## src/rtl/cpu_ctl_pkg.sv

```systemverilog
// Shared constants for the phase-3 control sequencer: opcodes, FSM steps,
// control-bundle bit positions and instruction classes.
package cpu_ctl_pkg;

  localparam int CTL_W = 30;
  localparam int OPW   = 5;

  localparam logic [OPW-1:0] OP_LD   = 5'b00000;
  localparam logic [OPW-1:0] OP_LDI  = 5'b00001;
  localparam logic [OPW-1:0] OP_ST   = 5'b00010;
  localparam logic [OPW-1:0] OP_ADD  = 5'b00011;
  localparam logic [OPW-1:0] OP_SUB  = 5'b00100;
  localparam logic [OPW-1:0] OP_SHR  = 5'b00101;
  localparam logic [OPW-1:0] OP_SHL  = 5'b00110;
  localparam logic [OPW-1:0] OP_ROR  = 5'b00111;
  localparam logic [OPW-1:0] OP_ROL  = 5'b01000;
  localparam logic [OPW-1:0] OP_AND  = 5'b01001;
  localparam logic [OPW-1:0] OP_OR   = 5'b01010;
  localparam logic [OPW-1:0] OP_ADDI = 5'b01011;
  localparam logic [OPW-1:0] OP_ANDI = 5'b01100;
  localparam logic [OPW-1:0] OP_ORI  = 5'b01101;
  localparam logic [OPW-1:0] OP_MUL  = 5'b01110;
  localparam logic [OPW-1:0] OP_DIV  = 5'b01111;
  localparam logic [OPW-1:0] OP_NEG  = 5'b10000;
  localparam logic [OPW-1:0] OP_NOT  = 5'b10001;
  localparam logic [OPW-1:0] OP_BR   = 5'b10010;
  localparam logic [OPW-1:0] OP_JR   = 5'b10011;
  localparam logic [OPW-1:0] OP_JAL  = 5'b10100;
  localparam logic [OPW-1:0] OP_IN   = 5'b10101;
  localparam logic [OPW-1:0] OP_OUT  = 5'b10110;
  localparam logic [OPW-1:0] OP_MFHI = 5'b10111;
  localparam logic [OPW-1:0] OP_MFLO = 5'b11000;
  localparam logic [OPW-1:0] OP_NOP  = 5'b11001;
  localparam logic [OPW-1:0] OP_HALT = 5'b11010;

  typedef enum logic [3:0] {
    S_RESET, S_T0, S_T1, S_T2, S_T3, S_T4, S_T5, S_T6, S_T7, S_HALT
  } state_e;

  localparam int CTL_GRA       = 0;
  localparam int CTL_GRB       = 1;
  localparam int CTL_GRC       = 2;
  localparam int CTL_RIN       = 3;
  localparam int CTL_ROUT      = 4;
  localparam int CTL_BAOUT     = 5;
  localparam int CTL_COUT      = 6;
  localparam int CTL_PCOUT     = 7;
  localparam int CTL_PCIN      = 8;
  localparam int CTL_INCPC     = 9;
  localparam int CTL_MARIN     = 10;
  localparam int CTL_MDRIN     = 11;
  localparam int CTL_MDROUT    = 12;
  localparam int CTL_READ      = 13;
  localparam int CTL_WRITE     = 14;
  localparam int CTL_IRIN      = 15;
  localparam int CTL_YIN       = 16;
  localparam int CTL_ZHIGHIN   = 17;
  localparam int CTL_ZLOWIN    = 18;
  localparam int CTL_ZHIGHOUT  = 19;
  localparam int CTL_ZLOWOUT   = 20;
  localparam int CTL_HIIN      = 21;
  localparam int CTL_LOIN      = 22;
  localparam int CTL_HIOUT     = 23;
  localparam int CTL_LOOUT     = 24;
  localparam int CTL_CONIN     = 25;
  localparam int CTL_INPORTIN  = 26;
  localparam int CTL_INPORTOUT = 27;
  localparam int CTL_OUTPORTIN = 28;
  localparam int CTL_SPARE     = 29;

  typedef enum logic [3:0] {
    CLS_REG, CLS_IMM, CLS_UNARY, CLS_MULDIV, CLS_LDST, CLS_BR,
    CLS_JR, CLS_JAL, CLS_IO, CLS_MOVE, CLS_NOP, CLS_HALT
  } op_class_e;

  // Default successor of an execute step; the sequencer overrides it when an
  // instruction finishes.
  function automatic state_e next_step(state_e s);
    case (s)
      S_T3:    return S_T4;
      S_T4:    return S_T5;
      S_T5:    return S_T6;
      S_T6:    return S_T7;
      default: return S_T0;
    endcase
  endfunction

endpackage

```

## src/rtl/control_unit_op_class_decode.sv

```systemverilog
// Opcode-to-instruction-class decoder. Honours CU_MULDIV_EN: when undefined,
// mul/div fall through to the nop class.
module op_class_decode
  import cpu_ctl_pkg::*;
(
  input  logic [OPW-1:0] opcode_i,
  output op_class_e      cls_o
);

  always_comb begin
    cls_o = CLS_NOP;
    case (opcode_i)
      OP_LD, OP_LDI, OP_ST:                 cls_o = CLS_LDST;
      OP_ADD, OP_SUB, OP_SHR, OP_SHL,
      OP_ROR, OP_ROL, OP_AND, OP_OR:        cls_o = CLS_REG;
      OP_ADDI, OP_ANDI, OP_ORI:             cls_o = CLS_IMM;
`ifdef CU_MULDIV_EN
      OP_MUL, OP_DIV:                       cls_o = CLS_MULDIV;
`endif
      OP_NEG, OP_NOT:                       cls_o = CLS_UNARY;
      OP_BR:                                cls_o = CLS_BR;
      OP_JR:                                cls_o = CLS_JR;
      OP_JAL:                               cls_o = CLS_JAL;
      OP_IN, OP_OUT:                        cls_o = CLS_IO;
      OP_MFHI, OP_MFLO:                     cls_o = CLS_MOVE;
      OP_HALT:                              cls_o = CLS_HALT;
      default:                              cls_o = CLS_NOP;
    endcase
  end

endmodule

```

## src/rtl/control_unit.sv

```systemverilog
// Hardwired control sequencer: fetch T0-T2, opcode-driven execute T3-T7.
// Optional mul/div sequencing is enabled by defining CU_MULDIV_EN.
module control_unit
  import cpu_ctl_pkg::*;
(
  input  logic             clk,
  input  logic             clr,
  input  logic [31:0]      ir,
  input  logic             con_ff,
  input  logic             stop,
  output logic [CTL_W-1:0] ctl,
  output logic [OPW-1:0]   alu_op,
  output logic             run
);

  state_e         state_q, state_d;
  logic [OPW-1:0] op_q, op_d;
  op_class_e      cls;
  logic           step_done;
  logic           unused_ir;

  assign unused_ir = ^ir[26:0];

  op_class_decode u_decode (
    .opcode_i (op_q),
    .cls_o    (cls)
  );

  // NOTE: sequential state uses non-blocking assignments only, so every
  // register samples pre-edge values regardless of statement order.
  always_ff @(posedge clk or negedge clr) begin
    if (!clr) begin
      state_q <= S_RESET;
      op_q    <= '0;
    end else begin
      state_q <= state_d;
      op_q    <= op_d;
    end
  end

  assign run = (state_q != S_RESET) && (state_q != S_HALT);

  always_comb begin
    // NOTE: every output and next-state variable is defaulted first so that
    // no path through the case statements can infer a latch.
    state_d   = state_q;
    op_d      = op_q;
    ctl       = '0;
    alu_op    = '0;
    step_done = 1'b0;

    case (state_q)
      S_RESET: state_d = S_T0;
      S_T0: begin
        ctl[CTL_PCOUT] = 1'b1; ctl[CTL_MARIN] = 1'b1;
        ctl[CTL_INCPC] = 1'b1; ctl[CTL_ZLOWIN] = 1'b1;
        state_d = S_T1;
      end
      S_T1: begin
        ctl[CTL_ZLOWOUT] = 1'b1; ctl[CTL_PCIN] = 1'b1;
        ctl[CTL_READ]    = 1'b1; ctl[CTL_MDRIN] = 1'b1;
        state_d = S_T2;
      end
      S_T2: begin
        ctl[CTL_MDROUT] = 1'b1; ctl[CTL_IRIN] = 1'b1;
        op_d    = ir[31:27];
        state_d = S_T3;
      end
      S_HALT: state_d = S_HALT;
      default: begin
        state_d = next_step(state_q);
        case (cls)
          CLS_REG, CLS_IMM: begin
            case (state_q)
              S_T3: begin
                ctl[CTL_GRB] = 1'b1; ctl[CTL_ROUT] = 1'b1; ctl[CTL_YIN] = 1'b1;
              end
              S_T4: begin
                if (cls == CLS_IMM) begin
                  ctl[CTL_COUT] = 1'b1;
                end else begin
                  ctl[CTL_GRC] = 1'b1; ctl[CTL_ROUT] = 1'b1;
                end
                ctl[CTL_ZLOWIN] = 1'b1;
                alu_op = op_q;
              end
              default: begin
                ctl[CTL_ZLOWOUT] = 1'b1; ctl[CTL_GRA] = 1'b1; ctl[CTL_RIN] = 1'b1;
                step_done = 1'b1;
              end
            endcase
          end
          CLS_UNARY: begin
            if (state_q == S_T3) begin
              ctl[CTL_GRB] = 1'b1; ctl[CTL_ROUT] = 1'b1; ctl[CTL_ZLOWIN] = 1'b1;
              alu_op = op_q;
            end else begin
              ctl[CTL_ZLOWOUT] = 1'b1; ctl[CTL_GRA] = 1'b1; ctl[CTL_RIN] = 1'b1;
              step_done = 1'b1;
            end
          end
          CLS_MULDIV: begin
            case (state_q)
              S_T3: begin
                ctl[CTL_GRA] = 1'b1; ctl[CTL_ROUT] = 1'b1; ctl[CTL_YIN] = 1'b1;
              end
              S_T4: begin
                ctl[CTL_GRB] = 1'b1; ctl[CTL_ROUT] = 1'b1;
                ctl[CTL_ZHIGHIN] = 1'b1; ctl[CTL_ZLOWIN] = 1'b1;
                alu_op = op_q;
              end
              S_T5: begin
                ctl[CTL_ZLOWOUT] = 1'b1; ctl[CTL_LOIN] = 1'b1;
              end
              default: begin
                ctl[CTL_ZHIGHOUT] = 1'b1; ctl[CTL_HIIN] = 1'b1;
                step_done = 1'b1;
              end
            endcase
          end
          CLS_LDST: begin
            // Effective address is always Rb + C, computed with the ALU add.
            case (state_q)
              S_T3: begin
                ctl[CTL_GRB] = 1'b1; ctl[CTL_BAOUT] = 1'b1; ctl[CTL_YIN] = 1'b1;
              end
              S_T4: begin
                ctl[CTL_COUT] = 1'b1; ctl[CTL_ZLOWIN] = 1'b1;
                alu_op = OP_ADD;
              end
              S_T5: begin
                ctl[CTL_ZLOWOUT] = 1'b1;
                if (op_q == OP_LDI) begin
                  ctl[CTL_GRA] = 1'b1; ctl[CTL_RIN] = 1'b1;
                  step_done = 1'b1;
                end else begin
                  ctl[CTL_MARIN] = 1'b1;
                end
              end
              S_T6: begin
                if (op_q == OP_ST) begin
                  ctl[CTL_GRA] = 1'b1; ctl[CTL_ROUT] = 1'b1;
                end else begin
                  ctl[CTL_READ] = 1'b1;
                end
                ctl[CTL_MDRIN] = 1'b1;
              end
              default: begin
                if (op_q == OP_ST) begin
                  ctl[CTL_WRITE] = 1'b1;
                end else begin
                  ctl[CTL_MDROUT] = 1'b1; ctl[CTL_GRA] = 1'b1; ctl[CTL_RIN] = 1'b1;
                end
                step_done = 1'b1;
              end
            endcase
          end
          CLS_BR: begin
            case (state_q)
              S_T3: begin
                ctl[CTL_GRA] = 1'b1; ctl[CTL_ROUT] = 1'b1; ctl[CTL_CONIN] = 1'b1;
              end
              S_T4: begin
                ctl[CTL_PCOUT] = 1'b1; ctl[CTL_YIN] = 1'b1;
              end
              S_T5: begin
                ctl[CTL_COUT] = 1'b1; ctl[CTL_ZLOWIN] = 1'b1;
                alu_op = OP_ADD;
              end
              default: begin
                ctl[CTL_ZLOWOUT] = 1'b1;
                ctl[CTL_PCIN]    = con_ff;
                step_done = 1'b1;
              end
            endcase
          end
          CLS_JR: begin
            ctl[CTL_GRA] = 1'b1; ctl[CTL_ROUT] = 1'b1; ctl[CTL_PCIN] = 1'b1;
            step_done = 1'b1;
          end
          CLS_JAL: begin
            if (state_q == S_T3) begin
              ctl[CTL_PCOUT] = 1'b1; ctl[CTL_GRB] = 1'b1; ctl[CTL_RIN] = 1'b1;
            end else begin
              ctl[CTL_GRA] = 1'b1; ctl[CTL_ROUT] = 1'b1; ctl[CTL_PCIN] = 1'b1;
              step_done = 1'b1;
            end
          end
          CLS_IO: begin
            ctl[CTL_GRA] = 1'b1;
            if (op_q == OP_IN) begin
              ctl[CTL_INPORTOUT] = 1'b1; ctl[CTL_RIN] = 1'b1;
            end else begin
              ctl[CTL_ROUT] = 1'b1; ctl[CTL_OUTPORTIN] = 1'b1;
            end
            step_done = 1'b1;
          end
          CLS_MOVE: begin
            ctl[CTL_GRA] = 1'b1; ctl[CTL_RIN] = 1'b1;
            if (op_q == OP_MFHI) ctl[CTL_HIOUT] = 1'b1;
            else                 ctl[CTL_LOOUT] = 1'b1;
            step_done = 1'b1;
          end
          CLS_HALT: state_d = S_HALT;
          default:  step_done = 1'b1;
        endcase
        // T7 is the last possible step, so it always finishes the instruction.
        if (state_q == S_T7) step_done = 1'b1;
        if (step_done) state_d = stop ? S_HALT : S_T0;
      end
    endcase
  end

endmodule

```

## config.mk

```make
export PLATFORM = sky130hd
export DESIGN_NAME = control_unit
export DESIGN_NICKNAME = d
export VERILOG_FILES = /design/src/rtl/cpu_ctl_pkg.sv /design/src/rtl/control_unit_op_class_decode.sv /design/src/rtl/control_unit.sv
export SDC_FILE = /design/constraint.sdc
export NUM_CORES = 1
export LEC_CHECK = 0
export CORE_MARGIN = 2
export CORE_UTILIZATION = 36
export CTS_CLUSTER_DIAMETER = 80
export DETAILED_ROUTE_END_ITERATION = 8
export GPL_TIMING_DRIVEN = 1
export HOLD_SLACK_MARGIN = 0.06
export PLACE_DENSITY = 0.66
export SKIP_CTS_REPAIR_TIMING = 1
export SLEW_MARGIN = 20
export SYNTH_ARGS = -nofsm -noshare
export SYNTH_HDL_FRONTEND = slang
export SYNTH_SLANG_ARGS = --single-unit
```

## constraint.sdc

```tcl
create_clock -name clk -period 8.4 [get_ports clk]
set_clock_uncertainty 0.15 [all_clocks]
set_input_delay 1.26 -clock clk [delete_from_list [all_inputs] [get_ports clk]]
set_output_delay 1.26 -clock clk [all_outputs]
set_load 0.01 [all_outputs]
```

==> run_1/ff_map.png <==
Drawn at 8 px/um. Other cells in gray.
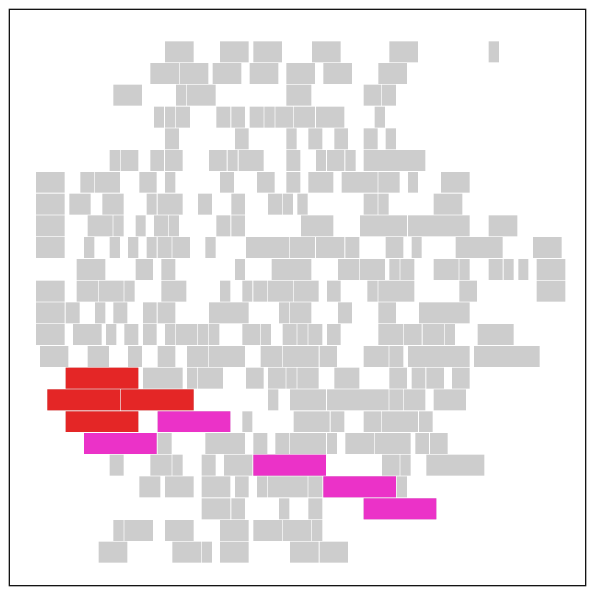
| netlist name | color | placed flops |
|---|---|---|
| `op_q` | magenta | 5 |
| `state_q` | red | 4 |

==> run_1/port_trees.png <==
Drawn at 6 px/um.
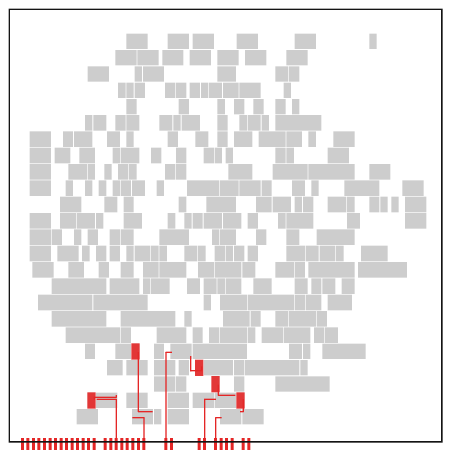
| port | color | direction | edge | end cells | buffers | wire |
|---|---|---|---|---|---|---|
| `ir` | red | input | bottom | 5 | 5 | 72.0 um |

==> GITHUB_STEP_SUMMARY, run 1 <==
## PnR job results

| Metric | Value |
|---|---|
| Run status | finished, final reports clean |
| Placed cell areas | 2040 sq um |
| CTS root buffer | clkbuf_8 |
| Post-route ant nets | 0 |
| Vias post-DR | 1,832 |
| Setup violators final | 0 |
| Yosys Instances | 223 |
| Combinational share of power | 80.4% |
| Peak VDD IR | 0.000216 V |
| DIE AREA | 5160 sq um |
| Fraction of registers with async set/reset | 100% |
| Tot Pwr | 950 uW |
| Sequential share of power | 14.3% |
| Cell Pwr Density | 455 nW/um^2 |
| Top delay family on crit path | buffers and inverters |
| WS Path Type | reg2out |
| Worst Path Required | 6.99 ns |
| Share of power burned in the clock network | 5.3% |
| IO Count | 72 |
| Routed WL per cell | 16.6 um |
| Grt ovf | 0 |
| Final nets | 297 |
| Top cell excl fill/tap | clkdlybuf4s50_1 |
| Arrival time at the worst endpoint | 3.45 ns |
| RD Place Congestion | 0.915 |
| Count of library flops with an enable pin | 0 |
| WL met2 | 2370 um |
| Vias per cell | 5.99 |
| Critical path cell sequence | inv_1 -> ha_1 -> nor3b_2 -> a22oi_4 -> nand2_1 -> mux2_1 -> o32a_1 -> o21ai_1 -> clkdlybuf4s50_1 |
| Layout cells sized above 1 | 10.2% |
| Final Cell Area | 2090 sq um |
| Initial antenna violation count | 0 |
| Top-count cell post-synth | nor2_1 |
| CTS H-tree lvls | 1 |
| Leakage | 0.789 nW |
| Largest net degree at the start of global routing | 18 |
| Clock transition at the registers of the reported paths | 0.05 ns |
| Crit path launch type | register |
| Ys flops | 9 |
| Port buffer count | 42 |
| RSZ-0062 raised after global routing | no |
| Dominant flop cell | dfrtp_1 |
| Antenna diodes | 0 |
| DRT Pass-1 Iters | 4 |
| Synth-to-layout area growth | 26.0% |
| Wire length on met1 | 2340 um |
| Synth Cell Area | 1660 sq um |
| Synth top cells by count | nor2_1, nand2_1, nor3_1, a21oi_1, o21ai_0 |
| Total of max-cap violations | 0 |
| Area leader, netlist | dfrtp_1 |
| Total Wirelength | 5090 um |
| Yosys warning count | 0 |
| Final hold slack | 0.561 ns |
| GR peak layer | met2 |
| Die width | 71.9 um |
| Log Warnings | 58 |
| Clock Path Buffers | 2 |
| DR iter-0 viols | 129 |
| Final number of hold-violating endpoints | 0 |
==> run_1/placed.png <==
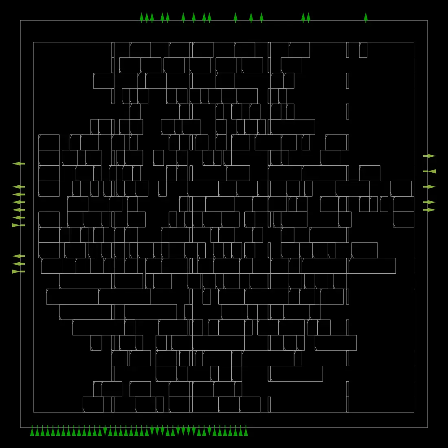
total core area: 4380 sq um
Finished Core Util: 47.7%
layout sequential cell count: 9
Well Taps: 52
Layout Cells excl Fill: 306

==> run 1: power groups by stage <==
stage / sequential [mW] / combinational [mW] / clock, mW
2_1_floorplan: 0.0855 / 0.600 / 0
3_3_place_gp: 0.134 / 0.748 / 0
3_5_place_dp: 0.135 / 0.750 / 0
4_1_cts: 0.134 / 0.755 / 0.0501
5_1_grt: 0.144 / 0.830 / 0.0527
6_report: 0.136 / 0.764 / 0.0501
==> run 1: path summary, 6_finish.rpt <==
kind | startpoint | end | slack (ns) | cells past startpoint
hold / removal | state_q[2]$_DFF_PN0_ | state_q[0]$_DFF_PN0_ | 0.56 | 2
min in group asynchronous | clr | op_q[0]$_DFFE_PN0P_ | 1.17 | 1
hold reg to reg | state_q[2]$_DFF_PN0_ | state_q[0]$_DFF_PN0_ | 0.56 | 2
setup / recovery | op_q[1]$_DFFE_PN0P_ | ctl[20] | 3.54 | 9
setup reg to reg | op_q[1]$_DFFE_PN0P_ | state_q[1]$_DFF_PN0_ | 5.50 | 8
max in group asynchronous | clr | op_q[2]$_DFFE_PN0P_ | 6.65 | 1
==> run 1: state kept, by name (all words and copies together), names as in the netlist <==
register and cells:
op_q 5, state_q 4
==> run 1: cells by family after synthesis <==
group           share of synthesized area (%)
mux                                      3.32
buf+inv                                  8.30
other cells                             0.226
simple gates                             32.1
flops                                    13.6
compound gates                           37.4
xor+xnor                                0.528
fa+ha+maj                                4.53
==> run 1: final cells by class <==
type | instances | area, sq um
clock buffer | 3 | 41.3
clock inverter | 1 | 5.00
sequential | 9 | 225
inverter | 9 | 33.8
multi-input combinational | 190 | 1300
fill | 450 | 2290
timing repair buffer | 42 | 420
tap | 52 | 65.1
==> run 2: changes to the inputs <==
--- a/config.mk
+++ b/config.mk
@@ -11,7 +11,7 @@
 export DETAILED_ROUTE_END_ITERATION = 8
 export GPL_TIMING_DRIVEN = 1
 export HOLD_SLACK_MARGIN = 0.06
-export PLACE_DENSITY = 0.66
+export PLACE_DENSITY = 0.69
 export SKIP_CTS_REPAIR_TIMING = 1
 export SLEW_MARGIN = 20
 export SYNTH_ARGS = -nofsm -noshare
==> constraint.sdc (replaced) <==
create_clock -name clk -period 4.1 [get_ports clk]
set_clock_uncertainty 0.15 [all_clocks]
set_input_delay 0.615 -clock clk [delete_from_list [all_inputs] [get_ports clk]]
set_output_delay 0.615 -clock clk [all_outputs]
set_load 0.01 [all_outputs]
==> run_2/port_trees.png <==
Drawn at 6 px/um.
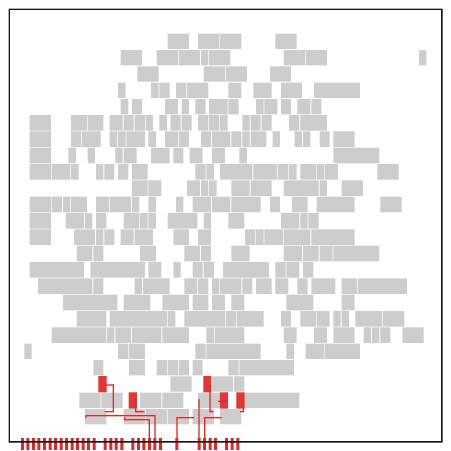
| port | color | direction | edge | end cells | buffers | wire |
|---|---|---|---|---|---|---|
| `ir` | red | input | bottom | 5 | 5 | 62.5 um |
IO Count: 72
port buffer count: 42

==> run_2/layers.png <==
Drawn at 4 px/um. Only two layers are drawn.
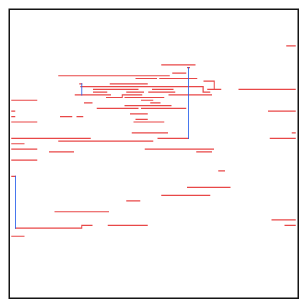
| layer | color | wire length |
|---|---|---|
| M3 | red | 458 um |
| M4 | blue | 33.3 um |
vias post-DR: 1,870
Total GRT Usage: 19.6%
Routed WL per cell: 16.0 um

==> run 2 against run 1 <==
  * Global-route usage fell by 0.70 points
  * Register-to-register slack got worse by 4.0 ns
  * Clock-buffer cell count is the same
  * Combinational power grew 120%
  * Area after synthesis stayed put
  * Core utilization increased by 1.2 points
  * Critical endpoint is now ctl[3]
  * Highest routed layer unchanged
==> GITHUB_STEP_SUMMARY, run 2 <==
## PnR job results

| Metric | Value |
|---|---|
| Fin crit period | 3.96 ns |
| Vias in the first global route | 1,680 |
| CTS tree | done |
| Combinational share of power | 82.9% (+2.5 points) |
| FF+latch area | 226 sq um (+0.56%) |
| Arrival time at the worst endpoint | 3.19 ns (-0.26 ns) |
| CTS H-tree lvls | 1 (unchanged) |
| Total Wirelength | 4990 um (-1.9%) |
| WS Path Type | reg2out |
| DRC viols | 0 |
| Top delay family on crit path | AND-OR/OR-AND gates |
| Signal buffers share of area | 21.7% (+1.6 points) |
| Max reg flops | 5 (unchanged) |
| Clk sinks | 9 |
| Count of library flops with an enable pin | 0 (unchanged) |
| Synth Cell Area | 1660 sq um (unchanged) |
| Critical path cell sequence | inv_1 -> ha_1 -> and2_1 -> a32o_1 -> nand4_4 -> o31a_1 -> a221oi_1 -> clkdlybuf4s50_1 |
| Standard-cell rows | 24 |
| RD Place Congestion | 0.910 (-0.51%) |
| Die width | 71.9 um (unchanged) |
| Worst Path Required | 3.34 ns (-3.65 ns) |
| Log Warnings | 58 (unchanged) |
| Clk_buf instances | 3 (unchanged) |
| Total core area | 4380 sq um (unchanged) |
| Largest cells by area | dfrtp_1, nor2_1, nor3_1, a21oi_1, ha_1 |
| Area leader, netlist | dfrtp_1 |
| Dominant flop cell | dfrtp_1 |
| Largest reg by FF count | op_q |
| Well Taps | 52 (unchanged) |
| Yosys Instances | 223 (unchanged) |
| Switching share of power | 54.8% |
| YS chip area | 1660 sq um |
| Largest net degree at the start of global routing | 17 (-1) |
| Layout cells sized above 1 | 12.7% (+2.5 points) |
| DIE AREA | 5160 sq um (unchanged) |
| Synth top cells by count | nor2_1, nand2_1, nor3_1, a21oi_1, o21ai_0 |
| Combinational share of cell area | 60.9% (-1.2 points) |
| Invs w/o clock | 9 (unchanged) |
| Worst relative slew slack | 56.0% |
| Clock transition at the registers of the reported paths | 0.04 ns (about the same) |
| Top-count cell post-synth | nor2_1 |
| Gate Area | 1310 sq um (+0.48%) |
| Layout sequential cell count | 9 (unchanged) |
| Peak VDD IR | 0.000389 V (+80%) |
| Top cell excl fill/tap | clkdlybuf4s50_1 |
| Final nets | 303 (+2.0%) |
| Total of max-cap violations | 0 (unchanged) |
| DR iter-0 viols | 246 (+91%) |
| Setup violators final | 0 (unchanged) |
| Post-Synthesis Cells | 223 |
| Layout Cells excl Fill | 312 (+2.0%) |
| Non-clock buffer count | 48 (+14%) |
| Initial antenna violation count | 0 (unchanged) |
| Placed cell areas | 2090 sq um (+2.2%) |
| #MultiIn Comb | 190 (unchanged) |
| Tot Pwr | 2.00 mW (+110%) |
| RSZ-0062 raised after global routing | no |
| Layout clock area frac | 2.16% (-0.054 points) |
| Final number of hold-violating endpoints | 0 (unchanged) |
| Cell Pwr Density | 933 nW/um^2 (+110%) |
| Post-route ant nets | 0 (unchanged) |
| Antenna diodes | 0 (unchanged) |
| Ys flops | 9 (unchanged) |
| Grt ovf | 0 (unchanged) |
| Fraction of registers with async set/reset | 100% (unchanged) |
| Init Core Util | 37.8% |
| Vias per cell | 5.99 (+0.11%) |
| Share of power burned in the clock network | 5.0% (-0.3 points) |
| Final Cell Area | 2140 sq um (+2.5%) |
| Biggest regs | op_q: 5 flops, state_q: 4 flops |
| Yosys warning count | 0 (unchanged) |
| Final hold slack | 0.510 ns (-0.0508 ns) |
| Synth-to-layout area growth | 29.2% |
| Crit end category | output port |
| DRT Pass-1 Iters | 7 (+3) |
| Flop share of the area | 10.6% (-0.21 points) |
| Worst slew pin tran | 0.658 ns |
| DPL Wire Length | 3910 um |
| Crit path launch type | register |
| Clock Path Buffers | 2 (unchanged) |
| Sequential share of power | 12.1% (-2.2 points) |
| Filler cells | 435 (-3.3%) |
| CTS root buffer | clkbuf_8 |
| Run status | finished, final reports clean |
| Finished Core Util | 48.9% (+1.2 points) |
| Leading cell kind | multi-input combinational cells |
| Leakage | 0.820 nW (+3.9%) |
==> run 2: cell counts after synthesis <==
No cell type changed its count.
==> run 2: tightest hold or removal path: stages, from the launching register on <==
cell	delay [ns]
dfrtp_1	0.33
inv_1	0.10
o21ai_0	0.19
==> run 2: kinds of logic (layout without fill, tap and decap cells) <==
group	after synthesis	count (layout)	share of synthesized area, %
AND-OR/OR-AND	78	78	37.4
XOR/XNOR	1	1	0.528
adder cells (fa/ha/maj)	6	6	4.53
buffers and inverters	25	61	8.30
flip-flops	9	9	13.6
multiplexers	4	4	3.32
other	1	2	0.226
AND/OR/NAND/NOR	99	99	32.1
==> run 2: power by group through the flow <==
stage | registers (mW) | clock network (mW) | logic [mW]
final | 0.242 | 0.0990 | 1.66
after global routing | 0.252 | 0.108 | 1.80
after CTS | 0.236 | 0.102 | 1.63
after detailed placement | 0.236 | 0 | 1.62
after global placement | 0.236 | 0 | 1.62
after floorplan | 0.175 | 0 | 1.23
==> run 2: worst paths after layout <==
path                       slack (ns)                    to                start  depth (start not counted)
setup / recovery                 0.14                ctl[3]  op_q[0]$_DFFE_PN0P_                          8
setup reg to reg                 1.47  state_q[1]$_DFF_PN0_  op_q[0]$_DFFE_PN0P_                          8
hold reg to reg                  0.51   op_q[1]$_DFFE_PN0P_  op_q[1]$_DFFE_PN0P_                          2
hold / removal                   0.51   op_q[1]$_DFFE_PN0P_  op_q[1]$_DFFE_PN0P_                          2
min in group asynchronous        0.53   op_q[1]$_DFFE_PN0P_                  clr                          1
max in group asynchronous        2.96   op_q[0]$_DFFE_PN0P_                  clr                          1
==> run 2: layer usage <==
layer	up-vias	part of all wire (%)	track usage (%)
li1	902	-	-
met1	859	44	28.5
met2	103	46	31.3
met3	6	9.2	2.81
met4	0	0.66	3.14
met5	-	0	0
==> run 3: changes to the inputs <==
--- a/config.mk
+++ b/config.mk
@@ -12,6 +12,7 @@
 export GPL_TIMING_DRIVEN = 1
 export HOLD_SLACK_MARGIN = 0.06
 export PLACE_DENSITY = 0.69
+export SETUP_SLACK_MARGIN = 0.02
 export SKIP_CTS_REPAIR_TIMING = 1
 export SLEW_MARGIN = 20
 export SYNTH_ARGS = -nofsm -noshare
==> run_3/ff_map.png <==
Drawn at 8 px/um. Other cells in gray.
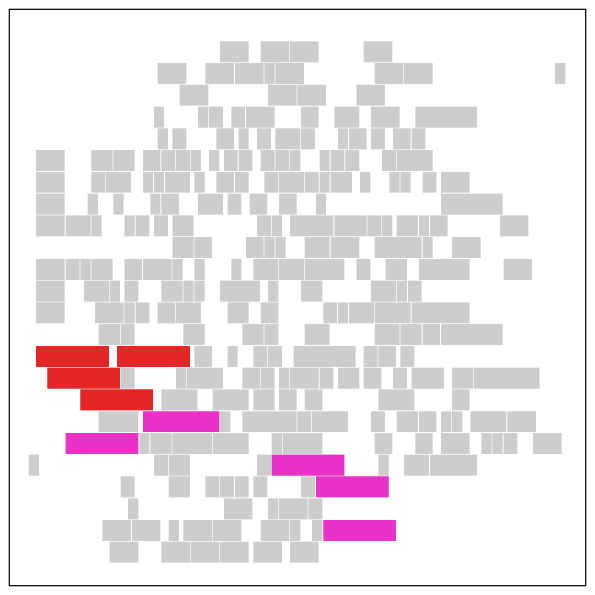
| netlist name | color | placed flops |
|---|---|---|
| `state_q` | red | 4 |
| `op_q` | magenta | 5 |

==> run_3/route_heat.png <==
Drawn at 4 px/um. 14 x 14 tiles, from dark blue (low) to red (high), scaled to the fullest tile. Values are wire area over tile area, all layers added.
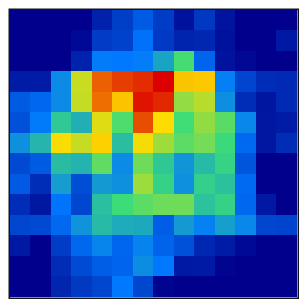
tiles over half the peak: 18%
emptiest ninth of the die: bottom right
fullest tile: 0.62
densest ninth of the die: middle
nearly empty tiles: 22%
mean over tiles: 0.16
Total Wirelength: 4990 um

==> run 3 against run 2 <==
  * First-iteration DRC count unchanged
  * Die area unchanged
  * Non-clock buffer count unchanged
  * Global-route usage unchanged
  * Cell area is the same
  * Register-to-register slack hardly changed
  * Final cell count did not move
  * Combinational power is essentially flat
  * Wire length stayed put
  * Hold slack stayed put
==> GITHUB_STEP_SUMMARY, run 3 <==
## PnR job results

| Metric | Value |
|---|---|
| Run status | finished, final reports clean |
| Initial antenna violation count | 0 (unchanged) |
| Vias per cell | 5.99 (unchanged) |
| Fin crit period | 3.96 ns (unchanged) |
| Tot Pwr | 2.00 mW (unchanged) |
| GR peak layer | met2 |
| Final Cell Area | 2140 sq um (unchanged) |
| Log Warnings | 58 (unchanged) |
| Placed cell areas | 2090 sq um (unchanged) |
| FF-to-FF Start | op_q[0]$_DFFE_PN0P_ |
| R2R Setup Slk | 1.47 ns (about the same) |
| Post-Synthesis Cells | 223 (unchanged) |
| Layout Cells excl Fill | 312 (unchanged) |
| Synth-to-layout area growth | 29.2% (unchanged) |
| Critical path startpoint | op_q[0]$_DFFE_PN0P_ |
| DRC viols | 0 (unchanged) |
| Worst Reg-to-Reg Cells | 8 (unchanged) |
| Finished Core Util | 48.9% (unchanged) |
| Area leader, netlist | dfrtp_1 |
| RD Place Congestion | 0.910 (unchanged) |
| Final number of hold-violating endpoints | 0 (unchanged) |
| Setup violators final | 0 (unchanged) |
| Vias in the first global route | 1,680 (unchanged) |
| Yosys Instances | 223 (unchanged) |
| DRT Pass-1 Iters | 7 (unchanged) |
| Grt ovf | 0 (unchanged) |
| Post-route ant nets | 0 (unchanged) |
| Leakage | 0.820 nW (unchanged) |
| Largest cells by area | dfrtp_1, nor2_1, nor3_1, a21oi_1, ha_1 |
| Crit end category | output port |
| Worst relative slew slack | 56.0% (unchanged) |
| Largest reg by FF count | op_q |
| Clock transition at the registers of the reported paths | 0.04 ns (about the same) |
| Vias post-DR | 1,870 (unchanged) |
| CTS root buffer | clkbuf_8 |
| CTS H-tree lvls | 1 (unchanged) |
| Synth top cells by count | nor2_1, nand2_1, nor3_1, a21oi_1, o21ai_0 |
| WL met2 | 2300 um (unchanged) |
| Metal3 WL | 457 um (unchanged) |
## run 3: cell counts in the layout (fill, tap and decap cells not counted)
No cell type changed its count.
## run 3: layout make-up
type / instances / area [sq um]
Multi-Input combinational cell: 190 / 1310
Clock inverter: 1 / 5.00
Inverter: 9 / 33.8
Sequential cell: 9 / 226
Timing Repair Buffer: 48 / 465
Tap cell: 52 / 65.1
Fill cell: 435 / 2240
Clock buffer: 3 / 41.3
## run 3: how the worst min path moves through the flow
stage	cells after the start	to	from	slack, ns
2_1_floorplan	0	op_q[0]$_DFFE_PN0P_	clr	0.17
3_3_place_gp	2	op_q[1]$_DFFE_PN0P_	op_q[1]$_DFFE_PN0P_	0.50
3_5_place_dp	2	op_q[1]$_DFFE_PN0P_	op_q[1]$_DFFE_PN0P_	0.51
4_1_cts	2	op_q[1]$_DFFE_PN0P_	op_q[1]$_DFFE_PN0P_	0.53
5_1_grt	1	op_q[1]$_DFFE_PN0P_	clr	0.56
6_report	2	op_q[1]$_DFFE_PN0P_	op_q[1]$_DFFE_PN0P_	0.51
## run 3: logic make-up (layout without fill, tap and decap cells)
group | count (synthesis) | in the layout
buffers and inverters | 25 | 61
DFF | 9 | 9
AOI/OAI and AO/OA | 78 | 78
and+or+nand+nor | 99 | 99
adders and majority gates | 6 | 6
muxes | 4 | 4
other | 1 | 2
xor gates and xnor gates | 1 | 1
## run 3: report_power, final
part           switching, mW  total (mW)  internal, mW
Combinational          0.953        1.66         0.705
Sequential             0.110       0.242         0.132
Clock                 0.0330      0.0990        0.0660
Total                   1.10        2.00         0.902
## run 3: worst register-to-register path, cell delays in order (launching register included)
cell and delay (ns):
dfrtp_2 0.46, inv_1 0.16, ha_1 0.30, and2_1 0.20, a32o_1 0.34, nand4_4 0.26, o221ai_2 0.24, and4b_4 0.24
o21a_1 0.17
Power and IR drop assume default switching activity.
